<file path="src/rtl/reset_seq_pkg.sv">
// Shared definitions for the processor reset sequencer: state encoding,
// reset_count width and the counter width helper.
package reset_seq_pkg;

  typedef enum logic [1:0] {
    ST_ASSERT  = 2'd0,
    ST_INIT    = 2'd1,
    ST_RELEASE = 2'd2,
    ST_RUN     = 2'd3
  } seq_state_e;

  localparam int unsigned RESET_COUNT_W   = 8;
  localparam logic [7:0]  RESET_COUNT_MAX = 8'd255;

  // Width able to hold max(hold_cycles, init_timeout)-1, never narrower than 1.
  function automatic int unsigned seq_cnt_width(input int unsigned hold_cycles,
                                                input int unsigned init_timeout);
    int unsigned m;
    m = (hold_cycles > init_timeout) ? hold_cycles : init_timeout;
    return (m <= 2) ? 1 : $clog2(m);
  endfunction

endpackage

</file>
<file path="src/rtl/rst_sync.sv">
// Reset synchronizer: asserts asynchronously, releases after STAGES rising edges.
module rst_sync #(
  parameter int unsigned STAGES = 2
) (
  input  logic clk_i,
  input  logic arst_n_i,
  output logic rst_n_o
);

  logic [STAGES-1:0] sync_q;

  always_ff @(posedge clk_i or negedge arst_n_i) begin
    if (!arst_n_i) begin
      sync_q <= '0;
    end else begin
      sync_q <= {sync_q[STAGES-2:0], 1'b1};
    end
  end

  assign rst_n_o = sync_q[STAGES-1];

endmodule

</file>
<file path="src/rtl/reset_sequencer.sv">
// Sequenced active-low reset for the pipeline: hold, memory init handshake,
// one-cycle release, then run. Soft reset re-runs the sequence from RUN.
module reset_sequencer
  import reset_seq_pkg::*;
#(
  parameter int unsigned HOLD_CYCLES  = 4,
  parameter int unsigned INIT_TIMEOUT = 256,
  parameter int unsigned SYNC_STAGES  = 2
) (
  input  logic       clk,
  input  logic       reset,
  input  logic       soft_rst_req,
  input  logic       init_ack,
  output logic       proc_rst_n,
  output logic       mem_init_req,
  output logic       running,
  output logic       init_timeout,
  output logic [7:0] reset_count
);

  localparam int unsigned CNT_W = seq_cnt_width(HOLD_CYCLES, INIT_TIMEOUT);
  localparam logic [CNT_W-1:0] HOLD_LAST    = CNT_W'(HOLD_CYCLES - 1);
  localparam logic [CNT_W-1:0] TIMEOUT_LAST = CNT_W'(INIT_TIMEOUT - 1);

  logic fsm_rst_n;

  rst_sync #(
    .STAGES(SYNC_STAGES)
  ) u_rst_sync (
    .clk_i   (clk),
    .arst_n_i(reset),
    .rst_n_o (fsm_rst_n)
  );

  seq_state_e                 state_q, state_d;
  logic [CNT_W-1:0]           cnt_q, cnt_d;
  logic [CNT_W-1:0]           tcnt_q, tcnt_d;
  logic                       soft_req_q, soft_req_d;
  logic                       proc_rst_n_q, proc_rst_n_d;
  logic                       mem_init_req_q, mem_init_req_d;
  logic                       running_q, running_d;
  logic                       init_timeout_q, init_timeout_d;
  logic [RESET_COUNT_W-1:0]   reset_count_q, reset_count_d;

  always_ff @(posedge clk or negedge fsm_rst_n) begin
    if (!fsm_rst_n) begin
      state_q        <= ST_ASSERT;
      cnt_q          <= '0;
      tcnt_q         <= '0;
      soft_req_q     <= 1'b0;
      proc_rst_n_q   <= 1'b0;
      mem_init_req_q <= 1'b0;
      running_q      <= 1'b0;
      init_timeout_q <= 1'b0;
      reset_count_q  <= '0;
    end else begin
      state_q        <= state_d;
      cnt_q          <= cnt_d;
      tcnt_q         <= tcnt_d;
      soft_req_q     <= soft_req_d;
      proc_rst_n_q   <= proc_rst_n_d;
      mem_init_req_q <= mem_init_req_d;
      running_q      <= running_d;
      init_timeout_q <= init_timeout_d;
      reset_count_q  <= reset_count_d;
    end
  end

  always_comb begin
    state_d        = state_q;
    cnt_d          = cnt_q;
    tcnt_d         = tcnt_q;
    soft_req_d     = 1'b0;
    init_timeout_d = init_timeout_q;
    reset_count_d  = reset_count_q;

    case (state_q)
      ST_ASSERT: begin
        if (cnt_q == HOLD_LAST) begin
          state_d = ST_INIT;
          cnt_d   = '0;
          tcnt_d  = '0;
        end else begin
          cnt_d = cnt_q + CNT_W'(1);
        end
      end
      ST_INIT: begin
        // Ack takes priority over a timeout landing on the same cycle.
        if (init_ack) begin
          state_d = ST_RELEASE;
        end else if (tcnt_q == TIMEOUT_LAST) begin
          state_d        = ST_RELEASE;
          init_timeout_d = 1'b1;
        end else begin
          tcnt_d = tcnt_q + CNT_W'(1);
        end
      end
      ST_RELEASE: begin
        state_d = ST_RUN;
        if (reset_count_q != RESET_COUNT_MAX) begin
          reset_count_d = reset_count_q + 8'd1;
        end
      end
      ST_RUN: begin
        // The request is registered first, so the drop lands one edge after sampling.
        soft_req_d = soft_rst_req;
        if (soft_req_q) begin
          state_d    = ST_ASSERT;
          cnt_d      = '0;
          soft_req_d = 1'b0;
        end
      end
      default: begin
        state_d = ST_ASSERT;
        cnt_d   = '0;
      end
    endcase

    proc_rst_n_d   = (state_d == ST_RUN);
    running_d      = (state_d == ST_RUN);
    mem_init_req_d = (state_d == ST_INIT);
  end

  assign proc_rst_n   = proc_rst_n_q;
  assign mem_init_req = mem_init_req_q;
  assign running      = running_q;
  assign init_timeout = init_timeout_q;
  assign reset_count  = reset_count_q;

endmodule

</file>
<file path="config.mk">
export PLATFORM = sky130hd
export DESIGN_NAME = reset_sequencer
export DESIGN_NICKNAME = d
export VERILOG_FILES = /design/src/rtl/reset_seq_pkg.sv /design/src/rtl/rst_sync.sv /design/src/rtl/reset_sequencer.sv
export SDC_FILE = /design/constraint.sdc
export NUM_CORES = 1
export LEC_CHECK = 0
export ABC_AREA = 0
export CAP_MARGIN = 10
export CORE_ASPECT_RATIO = 0.8
export CORE_UTILIZATION = 41
export CTS_CLUSTER_DIAMETER = 80
export DETAILED_ROUTE_END_ITERATION = 8
export GPL_ROUTABILITY_DRIVEN = 0
export PLACE_DENSITY = 0.67
export SLEW_MARGIN = 20
export SYNTH_ARGS = -nofsm -noshare
export SYNTH_HDL_FRONTEND = slang
export SYNTH_SLANG_ARGS = --single-unit
</file>
<file path="constraint.sdc">
create_clock -name clk -period 1.05 [get_ports clk]
set_input_delay 0.21 -clock clk [delete_from_list [all_inputs] [get_ports clk]]
set_output_delay 0.21 -clock clk [all_outputs]
set_load 0.01 [all_outputs]
</file>
==> results.py, run 1 <==
# Generated from Yosys and OpenROAD reports
metrics = {
    "floorplan": {
        "pin_count": 16,
        "dieArea_mm2": 0.00397,
        "die_y_um": 56.6,
        "fp_util": 0.436,
        "std_cell_rows": 19,
    },
    "hold_path": {
        "min_path_type": "input pin to async pin",
    },
    "yosys": {
        "avgSynthCellArea_um2": 10.1,
        "yosysChipArea_mm2": 0.00153,
        "top_logic_kind": "simple AND/OR/NAND/NOR gates",
        "simple_gate_area_frac": 0.212,
        "ys_seq_frac": 0.525,
        "ys_sh_aoi": 0.152,
        "synth_area_mm2": 0.00153,
        "yosys_warnings": 0,
        "adder_share": 0.0246,
        "mux_area_frac": 0,
        "syn_inst": 151,
    },
    "sta": {
        "postLayoutSetupSlackWorst_ns": -1.27,
        "setup_viol": 38,
        "finalCritPeriodShare": 2.21,
        "fin_tns_setup_ns": -24.76,
        "clock_skew_ns": 0.00614,
        "hold-worst-slack_ns": 0.0783,
    },
    "placement": {
        "numPortBuffers": 15,
        "dp_cells": 260,
    },
    "power_and_ir_drop": {
        "ir_drop_mv": 2.16,
        "p_per_area_mw_per_mm2": 2750,
    },
    "worst_setup_path": {
        "critPathSlowestCell": "or4_4",
        "worst-setup-path-type": "register to register",
        "worst-path-buf-inv": 0,
        "crit_family": "simple AND/OR/NAND/NOR gates",
        "ff2ff_path_depth": 6,
    },
    "global_route": {
        "grt_overflow": 0,
        "grt_max_degree": 31,
        "antenna_found_initial": 0,
        "grt_pass1_vias": 1808,
    },
    "run_status": {
        "violations": "negative setup slack",
        "status": "complete, but fails checks",
    },
    "route": {
        "viasPerCell": 5.84,
        "initialDrtViolationCount": 143,
        "wl_per_cell_um": 20.6,
    },
    "job": {
        "warnings": 29,
        "drv_cap": 0,
    },
    "clock_network": {
        "cts_buffer_depth": 2,
        "clockRootBuffer": "clkbuf_8",
        "cts_tree": "yes",
        "cts_buffers": 5,
        "clk_pin_slew_ns": 0.07,
        "postCtsSetupBuffers": 32,
    },
    "cells_and_area": {
        "fillCellCount": 188,
    },
}
-- run 1: through the flow --
step	instance area (um2)	power (W)
floorplan	1590	0.00322
finish	2810	0.00774
global placement	2190	0.00456
global route	2810	0.00803
CTS	2720	0.00703
detailed placement	2190	0.00471
-- run 1: registers in the layout, indices dropped and copies added, names as in the netlist --
name	cells
running	1
reset_count	8
tcnt_q	8
u_rst_sync.sync_q	2
mem_init_req	1
soft_req_q	1
state_q	2
init_timeout	1
cnt_q	8
-- run 1: cell usage after synthesis --
library cell and count:
clkbuf_1 3, or4b_1 1, o311a_4 1, buf_4 1
buf_6 1, nand4_1 6, or4_1 1, or4_4 2
nor4_1 2, o41ai_1 2, a31o_2 2, nand2b_1 1
and3_1 2, or2_2 1, nand3b_1 1, o21a_1 1
o21bai_1 1, and2_1 1, and4b_1 1, nor3_1 2
nand2_1 20, o21ai_1 1, o311ai_1 1, dfrtp_1 32
inv_1 4, ha_1 3, nor2b_1 2, a31oi_1 2
a32o_1 1, conb_1 1, o21ai_0 13, clkinv_1 1
xor2_1 4, or3b_2 1, nor2_1 9, o31a_1 1
xnor2_1 5, o31ai_1 4, nand3_1 9, a21oi_1 4
-- run 1: cell usage in the layout (no fill, tap or decap), types with 2 or more instances in the layout --
cell type         n
nand2_1          14
o21ai_0           2
o21ai_2           4
o31ai_2           2
xnor2_1           4
nand3_1           6
nor2_1            4
nor3_2            2
buf_2             4
nand3_2           2
dfrtp_1          31
clkbuf_1          2
nor2_4            4
buf_4            60
clkbuf_8          6
clkdlybuf4s50_1   3
xor2_1            4
o21ai_1           7
a31oi_1           2
nand4_1           6
ha_4              2
a21oi_2           3
nand2_2           6
buf_6            36
and3_1            2
or4_4             2
-- run 1: where the power goes --
group	internal [W]	switching [W]
registers	0.00160	0.000340
logic	0.00257	0.00221
clock network	0.000535	0.000482
-- run 1: layout make-up --
| type | instances | area [um2] | area share |
|---|---|---|---|
| timing repair buffer | 104 | 926 | 0.329 |
| tap | 42 | 52.6 | 0.0187 |
| sequential | 32 | 802 | 0.285 |
| inverter | 5 | 31.3 | 0.0111 |
| multi-input combinational | 109 | 908 | 0.323 |
| clock buffer | 8 | 90.1 | 0.0321 |
-- run 1: worst paths after layout --
| kind | slack, ns | endpoint | from |
|---|---|---|---|
| worst min register to register | 0.22 | reset_count[6]$_DFFE_PN0P_ | u_rst_sync.sync_q[1]$_DFF_PN0_ |
| min in group clk | 0.35 | u_rst_sync.sync_q[1]$_DFF_PN0_ | u_rst_sync.sync_q[0]$_DFF_PN0_ |
| worst min-delay path | 0.08 | u_rst_sync.sync_q[1]$_DFF_PN0_ | reset |
| worst max register to register | -1.27 | tcnt_q[7]$_DFFE_PN0P_ | cnt_q[1]$_DFFE_PN0P_ |
| max in group asynchronous | 0.65 | state_q[1]$_DFF_PN0_ | u_rst_sync.sync_q[1]$_DFF_PN0_ |
| worst max-delay path | -1.27 | tcnt_q[7]$_DFFE_PN0P_ | cnt_q[1]$_DFFE_PN0P_ |
-- run 1: per-layer routing --
layer,track usage,up-vias,part of all wire
met2,0.508,84,0.50
met3,0.0826,22,0.054
met4,0.149,0,0.037
met5,0,-,0
met1,0.391,887,0.41
li1,-,760,-
Fig. 1: run 1, cells colored by class
The bar under the picture is 20 um long.
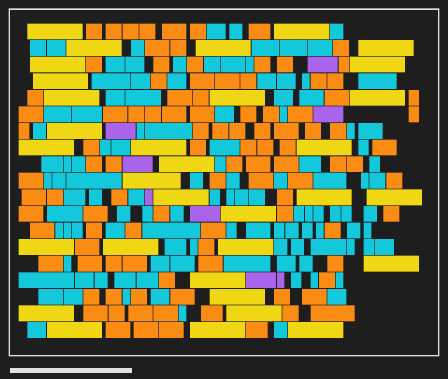
- orange: remaining buffers and delay cells (cells 104)
- purple: clock drivers and dummy loads (cells 8)
- cyan: remaining logic cells (cells 114)
- yellow: registers (cells 32)

Fig. 2: run 1, wiring by layer
The bar under the picture is 20 um long. Only two layers are drawn.
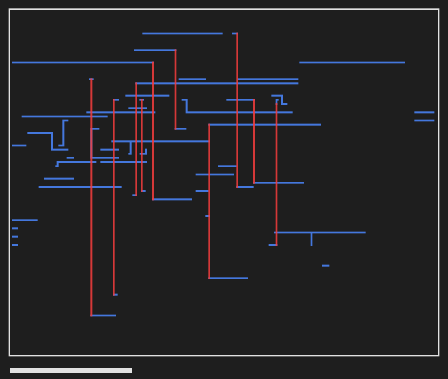
- blue: M3 (wire length 337 um)
- red: M4 (wire length 226 um)
total wire length: 6170 um
gr usage total: 0.313

Fig. 3: run 1, gate-type map
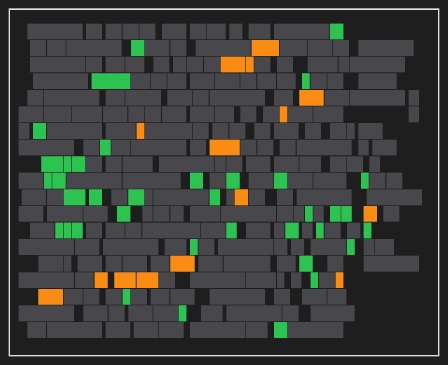
- green: nand cells (cells 37; most used nand2_1)
- orange: nor cells (cells 15)

Fig. 4: run 1, sequential cells colored by netlist name
The bar under the picture is 20 um long. Other sequential cells in the stronger gray, the rest of the logic in the fainter gray.
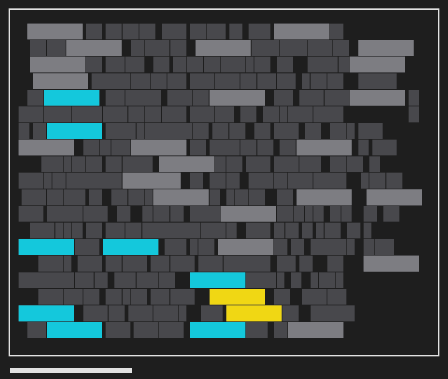
- yellow: u_rst_sync.sync_q (flops 2)
- cyan: reset_count (flops 8)

Fig. 5: run 1, track usage over the die
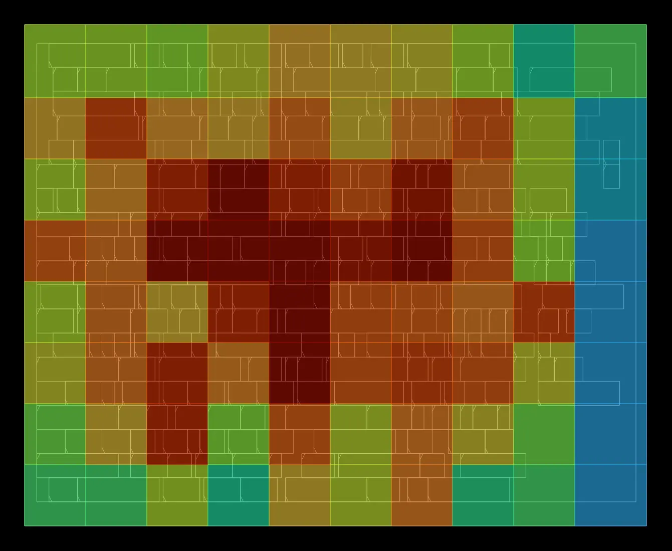

## Run 2: what changed since run 1
--- a/config.mk
+++ b/config.mk
@@ -12,7 +12,7 @@
 export CTS_CLUSTER_DIAMETER = 80
 export DETAILED_ROUTE_END_ITERATION = 8
 export GPL_ROUTABILITY_DRIVEN = 0
-export PLACE_DENSITY = 0.67
+export PLACE_DENSITY = 0.69
 export SLEW_MARGIN = 20
 export SYNTH_ARGS = -nofsm -noshare
 export SYNTH_HDL_FRONTEND = slang
==> constraint.sdc (replaced) <==
create_clock -name clk -period 2.1 [get_ports clk]
set_input_delay 0.42 -clock clk [delete_from_list [all_inputs] [get_ports clk]]
set_output_delay 0.42 -clock clk [all_outputs]
set_load 0.01 [all_outputs]
Fig. 6: run 2, track usage over the die
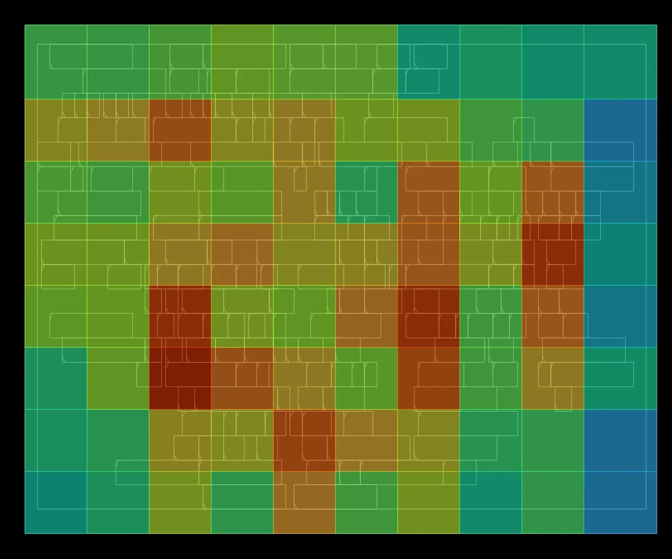
GRT busiest layer: met2
gr usage total: 0.178
wire length per cell: 13.0 um
met3 Resource Use GR: 0.0449

Fig. 7: run 2, cells colored by class
The bar under the picture is 20 um long.
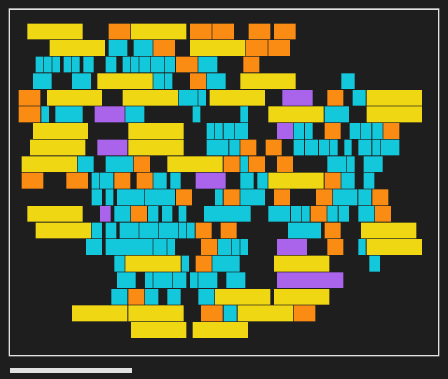
- orange: remaining buffers and delay cells (cells 44)
- cyan: remaining logic cells (cells 114)
- purple: clock drivers and dummy loads (cells 8)
- yellow: registers (cells 32)
post-route cell area: 0.00207 mm2
row cnt: 19
flop share of the area: 0.386
core area: 0.00349 mm2

==> run 2 against run 1 <==
Net effect: the flow still finishes with violations (negative setup slack); sequential cell count did not move; power is 66% lower; combinational power shrank 78%; synthesized cell count unchanged; clock skew hardly changed; non-clock buffer count decreased by 60; core utilization is 21 points lower; clock power shrank 43%; die area unchanged; sequential power is 48% lower; worst setup slack improved by 1.1 ns; critical path type unchanged; critical endpoint unchanged; largest cell class is now flip-flops and latches; highest routed layer unchanged.
==> results.py, run 2 <==
# Generated from Yosys and OpenROAD reports
metrics = {
    "run_status": {
        "status": "complete, but fails checks",
        "violations": "negative setup slack",
    },
    "clock_network": {
        "clk_pin_slew_ns": 0.07,
        "cts_tree": "yes",
        "cts_buffers": 5,
        "cts_buffer_depth": 2,
        "clockRootBuffer": "clkbuf_8",
    },
    "global_route": {
        "grt_max_degree": 18,
        "grt_pass1_vias": 1292,
        "grt_overflow": 0,
        "antenna_found_initial": 0,
    },
    "worst_setup_path": {
        "reg2reg_to": "tcnt_q[7]$_DFFE_PN0P_",
        "worst-setup-path-type": "register to register",
        "ff2ff_path_depth": 6,
        "critPathSlowestCell": "or4_4",
        "rrSetupSlack_ns": -0.14,
        "critPathCapture": "tcnt_q[7]$_DFFE_PN0P_",
    },
    "power_and_ir_drop": {
        "p_per_area_mw_per_mm2": 1270,
        "p_total_w": 0.00264,
        "ir_drop_mv": 0.775,
        "internal_power_w": 0.00171,
        "combPwrFrac": 0.399,
    },
    "route": {
        "initialDrtViolationCount": 41,
        "wl_um": 3120,
        "viasPerCell": 5.49,
    },
    "yosys": {
        "async_flop_share": 1.00,
        "most_common_cell": "dfrtp_1",
        "common_cells": "32 x dfrtp_1, 20 x nand2_1, 13 x o21ai_0",
        "edf_count": 0,
        "avgSynthCellArea_um2": 10.1,
        "synth_area_mm2": 0.00153,
    },
    "placement": {
        "numPortBuffers": 15,
        "post_dp_cell_area_mm2": 0.00191,
    },
    "sta": {
        "fin_tns_setup_ns": -0.340,
        "clock_skew_ns": 0.00623,
        "postLayoutSetupSlackWorst_ns": -0.140,
        "setup_viol": 3,
        "finalCritPeriodShare": 1.07,
    },
    "cells_and_area": {
        "layout.cells.most_common": "dfrtp_1",
        "final-seq-area_um2": 801,
        "lay_top_cells": "32 x dfrtp_1, 29 x buf_4, 20 x nand2_1",
        "fillCellCount": 288,
    },
    "hold_path": {
        "min_path_type": "register to async pin",
    },
    "floorplan": {
        "dieArea_mm2": 0.00397,
        "fp_util": 0.436,
    },
    "job": {
        "drv_cap": 0,
        "warnings": 29,
    },
}
Fig. 8: run 2, sequential cells colored by netlist name
The bar under the picture is 20 um long. Other sequential cells in the stronger gray, the rest of the logic in the fainter gray.
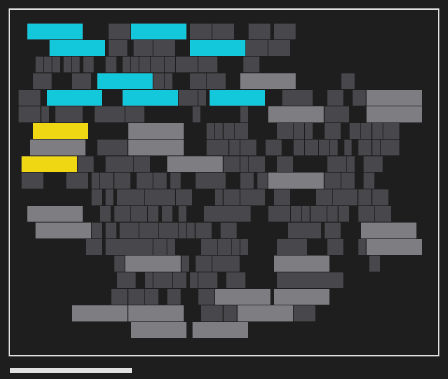
- cyan: reset_count (flops 8)
- yellow: u_rst_sync.sync_q (flops 2)
- not colored: 22

-- run 2: metal layers --
layer	wire length (um)	vias up	track usage
met5	0	-	0
met4	35	0	0.0686
met3	115	5	0.0449
met2	1520	26	0.295
met1	1450	644	0.225
li1	-	642	-
-- run 2: worst min path at each step --
stage	cells after the start	startpoint	to	slack (ns)
2_1_floorplan	0	reset	u_rst_sync.sync_q[0]$_DFF_PN0_	0.12
3_3_place_gp	0	u_rst_sync.sync_q[1]$_DFF_PN0_	init_timeout$_DFFE_PN0P_	0.25
3_5_place_dp	0	u_rst_sync.sync_q[1]$_DFF_PN0_	init_timeout$_DFFE_PN0P_	0.25
4_1_cts	0	u_rst_sync.sync_q[1]$_DFF_PN0_	tcnt_q[1]$_DFFE_PN0P_	0.26
5_1_grt	1	reset	u_rst_sync.sync_q[0]$_DFF_PN0_	0.29
6_report	0	u_rst_sync.sync_q[1]$_DFF_PN0_	tcnt_q[1]$_DFFE_PN0P_	0.23
-- run 2: worst max-delay path, delay by kind of cell, from the launching register on --
family	cells	cell delay, ns
AND/OR/NAND/NOR	3	1.37
AND-OR/OR-AND	2	0.29
flip-flops	1	0.36
adder cells (fa/ha/maj)	1	0.17
-- run 2: final cells by class --
cell class | instances | area share
timing repair buffer | 44 | 0.177
multi-input combinational | 109 | 0.349
clock inverter | 3 | 0.0205
inverter | 5 | 0.00905
tap | 42 | 0.0253
clock buffer | 5 | 0.0332
sequential | 32 | 0.386
-- run 2: power by group through the flow --
stage          registers, W  logic, W  clock network, W
2_1_floorplan      0.000979  0.000540                 0
3_3_place_gp       0.000995  0.000953                 0
3_5_place_dp        0.00101  0.000973                 0
4_1_cts             0.00100  0.000993          0.000590
5_1_grt             0.00104   0.00117          0.000615
6_report            0.00101   0.00105          0.000578
-- run 2: stage by stage --
| stage | hold WS [ns] | util | instances |
|---|---|---|---|
| floorplan | 0.124 | - | 151 |
| global placement | 0.249 | 0.545 | 230 |
| detailed placement | 0.249 | 0.545 | 230 |
| CTS | 0.256 | 0.580 | 238 |
| global route | 0.289 | 0.594 | 240 |
| finish | 0.232 | 0.594 | 240 |
-- run 2: logic make-up after synthesis --
group	Yosys count	share of synthesized area
fa+ha+maj	3	0.0246
buf+inv	10	0.0320
other cells	1	0.00246
xor+xnor	9	0.0517
simple gates	62	0.212
compound gates	34	0.152
flops	32	0.525
-- run 2: timing repair --
item                                    CTS  global route
endpoints found under the setup margin    4             8
buffers inserted                          0             2
resized                                   2             9
pin swaps                                 0             0
No activity file was given, so power comes from the tool's default toggle rates.
